[src/rtl/div3_seq.sv]
// Sequential divisible-by-3 checker: repeatedly folds the operand with the
// alternating-bit-sum rule until the residue drops below 3, then reports.
module div3_seq #(
  parameter int DATA_W = 8,
  parameter int ITER_W = 4,
  parameter int CNT_W  = 8
) (
  input  logic              clk,
  input  logic              rst,
  input  logic              in_valid,
  output logic              in_ready,
  input  logic [DATA_W-1:0] in_data,
  output logic              out_valid,
  input  logic              out_ready,
  output logic              out_div,
  output logic [ITER_W-1:0] out_iters,
  output logic [CNT_W-1:0]  div_cnt
);

  localparam int NE   = (DATA_W + 1) / 2;
  localparam int NO   = DATA_W / 2;
  localparam int PC_W = $clog2(DATA_W / 2 + 1) + 1;

  typedef enum logic [1:0] {IDLE, REDUCE, DONE} state_t;

  state_t            state_reg, state_next;
  logic [DATA_W-1:0] res_reg;
  logic [ITER_W-1:0] iters_reg;
  logic              div_reg;
  logic [CNT_W-1:0]  cnt_reg;

  logic [NE-1:0]     even_bits;
  logic [NO-1:0]     odd_bits;
  logic [PC_W-1:0]   e_cnt, o_cnt, diff;
  logic [DATA_W-1:0] res_step;
  logic              res_lt3;

  // Split the residue into even- and odd-position bits.
  genvar gi;
  generate
    for (gi = 0; gi < NE; gi++) begin : g_even
      assign even_bits[gi] = res_reg[2*gi];
    end
    for (gi = 0; gi < NO; gi++) begin : g_odd
      assign odd_bits[gi] = res_reg[2*gi+1];
    end
  endgenerate

  always_comb begin
    e_cnt = '0;
    o_cnt = '0;
    for (int i = 0; i < NE; i++) e_cnt = e_cnt + PC_W'(even_bits[i]);
    for (int i = 0; i < NO; i++) o_cnt = o_cnt + PC_W'(odd_bits[i]);
    diff     = (e_cnt >= o_cnt) ? (e_cnt - o_cnt) : (o_cnt - e_cnt);
    res_step = DATA_W'(diff);
    res_lt3  = (res_reg < DATA_W'(3));
  end

  always_ff @(posedge clk) begin
    if (rst) state_reg <= IDLE;
    else     state_reg <= state_next;
  end

  always_comb begin
    state_next = state_reg;
    case (state_reg)
      IDLE:    if (in_valid) state_next = REDUCE;
      REDUCE:  if (res_lt3)  state_next = DONE;
      DONE:    if (out_ready) state_next = IDLE;
      default: state_next = IDLE;
    endcase
  end

  always_comb begin
    in_ready  = (state_reg == IDLE);
    out_valid = (state_reg == DONE);
  end

  always_ff @(posedge clk) begin
    if (rst) begin
      res_reg   <= '0;
      iters_reg <= '0;
      div_reg   <= 1'b0;
      cnt_reg   <= '0;
    end else begin
      case (state_reg)
        IDLE: begin
          if (in_valid) begin
            res_reg   <= in_data;
            iters_reg <= '0;
          end
        end
        REDUCE: begin
          if (res_lt3) begin
            div_reg <= (res_reg == '0);
          end else begin
            res_reg <= res_step;
            if (!(&iters_reg)) iters_reg <= iters_reg + 1'b1;
          end
        end
        DONE: begin
          // Statistics count only results actually taken by the consumer.
          if (out_ready && div_reg && !(&cnt_reg)) cnt_reg <= cnt_reg + 1'b1;
        end
        default: ;
      endcase
    end
  end

  assign out_div   = div_reg;
  assign out_iters = iters_reg;
  assign div_cnt   = cnt_reg;

endmodule

[config.mk]
export PLATFORM = sky130hd
export DESIGN_NAME = div3_seq
export DESIGN_NICKNAME = d
export VERILOG_FILES = /design/src/rtl/div3_seq.sv
export SDC_FILE = /design/constraint.sdc
export NUM_CORES = 1
export LEC_CHECK = 0
export ABC_CLOCK_PERIOD_IN_PS = 3000
export CAP_MARGIN = 10
export CORE_ASPECT_RATIO = 0.5
export CORE_MARGIN = 1.5
export CORE_UTILIZATION = 40
export DETAILED_ROUTE_END_ITERATION = 6
export PLACE_DENSITY_LB_ADDON = 0.1
export SLEW_MARGIN = 15
export SYNTH_ARGS = -nofsm -noshare
export SYNTH_HDL_FRONTEND = slang
export SYNTH_SLANG_ARGS = --single-unit
[constraint.sdc]
create_clock -name clk -period 3 [get_ports clk]
set_input_delay 0.6 -clock clk [delete_from_list [all_inputs] [get_ports clk]]
set_output_delay 0.6 -clock clk [all_outputs]
set_load 0.02 [all_outputs]
==> images/layer_met3.png <==
Drawn at 6 px/µm. Cells faint in the background.
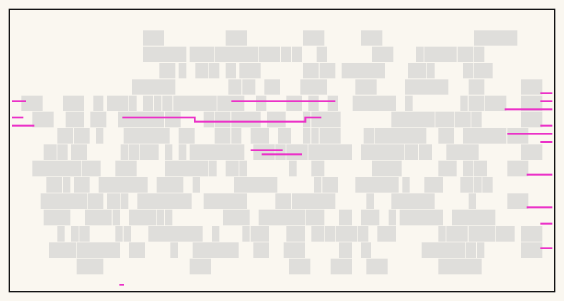
nets with wire on the layer	17
main direction	horizontal
longest straight run	18.4 µm
GR met3 Demand/Resource: 0.0405
routed wire length: 3.40 mm

==> images/layer_met1.png <==
Drawn at 4 px/µm. Supply wires on this layer in gray.
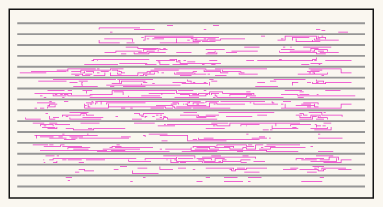
main direction	horizontal
longest straight run	26.2 µm
routed via count: 1325
Global Route met1 Usage: 0.235

==> flow_summary.toml <==
# generated from flow reports
[sta]
relSlewSlack = 0.702
total_count_of_hold_check_failures_in_the_final_report = 0
period_minus_slack_ns = 2.98
setup-tns-final_ns = 0
drv_slew = 0
achievable-frequency_ghz = 0.335
final.period_utilization = 0.995
timing.clock.skew_ns = 0.000832
timing.final.setup_violations = 0
grt_setup_unrepaired = "yes"
tightestPinTransition_ns = 0.444
final_critical_path_setup_slack_ns = 0.0157
final.hold.worst_slack_ns = 0.500

[synthesis]
synth.area.top_cells = "sky130_fd_sc_hd__dfxtp_1, sky130_fd_sc_hd__ha_1, sky130_fd_sc_hd__fa_1"
synth_async_sr_flop_share = 0
synth_area_per_cell_um2 = 9.09
synthFlopType = "sky130_fd_sc_hd__dfxtp_1"
synth_flop_count = 23
postSynthSeqShare = 0.300
post_synthesis_instance_total = 169
top_cells_by_count = "sky130_fd_sc_hd__dfxtp_1, sky130_fd_sc_hd__nor2_1, sky130_fd_sc_hd__inv_1"
ys_types = 46
ys_area_um2 = 1540
synthMostInstantiatedCell = "sky130_fd_sc_hd__dfxtp_1"
net_count_synth = 198
synthDominantCellAreaShare = 0.300
number_of_flops_mapped_to_enable_cells_by_yosys = 0
synthDominantAreaCellType = "sky130_fd_sc_hd__dfxtp_1"
synth.cell_area_um2 = 1540
yosys-stat-cells = 169
synth_warnings = 0

[final_layout]
fillerInstances = 324
post-route-cell-area_um2 = 2010
combGateArea_um2 = 1050
post_route_cells_drive_above_1_share = 0.162
synthToLayoutAreaGrowth_pct = 30.9
layout.area.seq_um2 = 464
antenna_cells_inserted = 0
final_cells = 255
design.final.nets = 234

[die]
num_rows = 15
ioPinCount = 27
fp.dieArea_um2 = 4240
chipHeight_um = 46.8
floorplan.die.width_um = 90.7
initial_utilization = 0.433

[routing]
drt_first_pass_iters = 4
wire_per_inst_um = 13.3
via_per_inst = 5.20
first_iter_violations = 77
antenna_violating_nets_left = 0
drcViolationCount = 0

[clock_network]
ctsHoldBuffers = 0
tritoncts_clock_tree = "yes"
cts_made_buffers = 3
clk_latency_ns = 0.27
cts.clk_slew.worst_paths_ns = 0.08
cts_root_buf = "sky130_fd_sc_hd__clkbuf_8"
tritoncts_num_sinks = 23
htree_num_levels = 1
max-clock-path-buffers = 2

[job]
timing.max_cap.violations = 0
count_of_tool_warnings = 30

[worst_setup_path]
timing.critical_path.from_type = "flip-flop"
critPathArrivalTime_ns = 3.19
worstPathCellList = "inv_2 -> fa_1 -> inv_2 -> ha_4 -> ha_4 -> inv_2 -> fa_2 -> fa_2 -> a31oi_4 -> mux2i_1 -> a211o_1 -> a21oi_1"
crit_required_ns = 3.20
crit_fanout = 3
crit_path_frequent_cell = "sky130_fd_sc_hd__inv_2"
worstSetupPathType = "flip-flop to flip-flop"
critical-path-max-stage-delay_ns = 0.54
setup.reg_to_reg.worst_slack_ns = 0.02
timing.critical_path.to_type = "flip-flop"
critPathSlowestCell = "sky130_fd_sc_hd__fa_1"

[pwr]
power.static_leakage_nw = 0.787
powerDensity_nw_per_um2 = 591
peakVddDrop_mv = 0.479
total_power_mw = 1.19

[placed_design]
port-buffer-count = 26
place_area_um2 = 1930
dp_hpwl_mm = 2.55
place_congestion = 0.842
worst_slack_placed_ns = -0.0236
place.detailed.instances = 250

[global_route]
grt_max_degree = 23
initial_antenna_violation_count = 0
grt_pass1_wl_mm = 5.46
grt-ovfl-total = 0
first_global_vias = 1154
groute.usage.overall = 0.169

[worst_hold_path]
hold_path.class = "flip-flop to flip-flop"

[outcome]
status = "completed"
==> images/cell_density.png <==
Drawn at 6 px/µm. 9 x 5 tiles, from white (low) to dark blue (high), 0 to 100% covered.
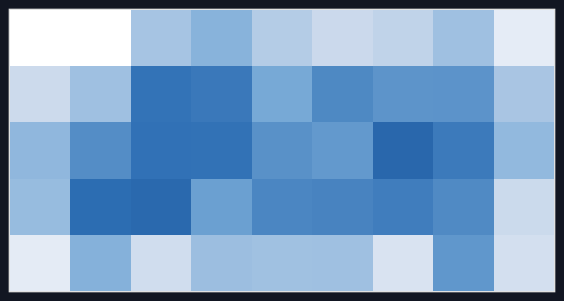
emptiest ninth of the die	top left
fullest tile	78%
nearly empty tiles	4.4%
core area: 3550 µm²
core occupancy in the finished layout: 0.567

## cell usage in the layout (no fill, tap or decap), types with 2 or more instances in the layout
cell / n
sky130_fd_sc_hd__clkdlybuf4s50_1: 26
sky130_fd_sc_hd__dfxtp_1: 20
sky130_fd_sc_hd__nor2_1: 17
sky130_fd_sc_hd__inv_1: 12
sky130_fd_sc_hd__a21oi_1: 12
sky130_fd_sc_hd__ha_1: 9
sky130_fd_sc_hd__buf_4: 9
sky130_fd_sc_hd__nand3_1: 7
sky130_fd_sc_hd__nor2b_1: 6
sky130_fd_sc_hd__a211oi_1: 6
sky130_fd_sc_hd__nand2_1: 5
sky130_fd_sc_hd__a2bb2oi_1: 5
sky130_fd_sc_hd__inv_2: 4
sky130_fd_sc_hd__and3_1: 4
sky130_fd_sc_hd__o21ai_0: 4
sky130_fd_sc_hd__mux2i_1: 4
sky130_fd_sc_hd__xnor2_1: 3
sky130_fd_sc_hd__fa_1: 3
sky130_fd_sc_hd__ha_4: 3
sky130_fd_sc_hd__clkbuf_8: 3
sky130_fd_sc_hd__dfxtp_2: 3
sky130_fd_sc_hd__o31ai_1: 2
sky130_fd_sc_hd__or4_1: 2
sky130_fd_sc_hd__or3_1: 2
sky130_fd_sc_hd__nand2b_1: 2
sky130_fd_sc_hd__a211o_1: 2
sky130_fd_sc_hd__o211ai_1: 2
sky130_fd_sc_hd__nor3_1: 2
sky130_fd_sc_hd__fa_2: 2
## power breakdown
group | internal, mW | switching, mW | leakage (nW) | total (mW)
Sequential | 0.333 | 0.0349 | 0.188 | 0.368
Combinational | 0.314 | 0.311 | 0.573 | 0.625
Clock | 0.0928 | 0.103 | 0.0255 | 0.196
Total | 0.740 | 0.449 | 0.787 | 1.19
## critical path, delay by kind of cell, from the launching register on
family,cells,cell delay [ns]
fa+ha+maj,5,1.78
buf+inv,3,0.13
mux,1,0.10
flops,1,0.34
compound gates,3,0.56
## cell families after synthesis
group,Yosys count,synth area share
buf+inv,20,0.0546
simple gates,55,0.211
fa+ha+maj,17,0.163
flops,23,0.300
mux,5,0.0334
xor+xnor,4,0.0228
compound gates,45,0.216
## what timing repair did
action / in CTS / in global routing
buffers inserted: 0 / 1
endpoints found under the setup margin: 3 / 3
resized: 0 / 9
pin swaps: 1 / 7
## metal layers
metal / vias up / track usage / wire [µm]
met4: 0 / 0.0571 / 27
met5: - / 0 / 0
met2: 22 / 0.263 / 1430
li1: 678 / - / -
met1: 623 / 0.235 / 1840
met3: 2 / 0.0405 / 103
## cell type report
cell class / instances / area share
clock buffer: 3 / 0.0205
multi-input combinational: 126 / 0.522
clock inverter: 1 / 0.00249
inverter: 16 / 0.0299
sequential: 23 / 0.231
timing repair buffer: 35 / 0.163
tap: 51 / 0.0317
## final timing paths
check / start / endpoint / cells after the start
hold reg to reg: div_cnt[6] / div_cnt[6] / 2
hold / removal: div_cnt[6] / div_cnt[6] / 2
setup / recovery: res_reg[3] / res_reg[1] / 12
setup reg to reg: res_reg[3] / res_reg[1] / 12
Power is estimated from default activity; no workload was simulated.
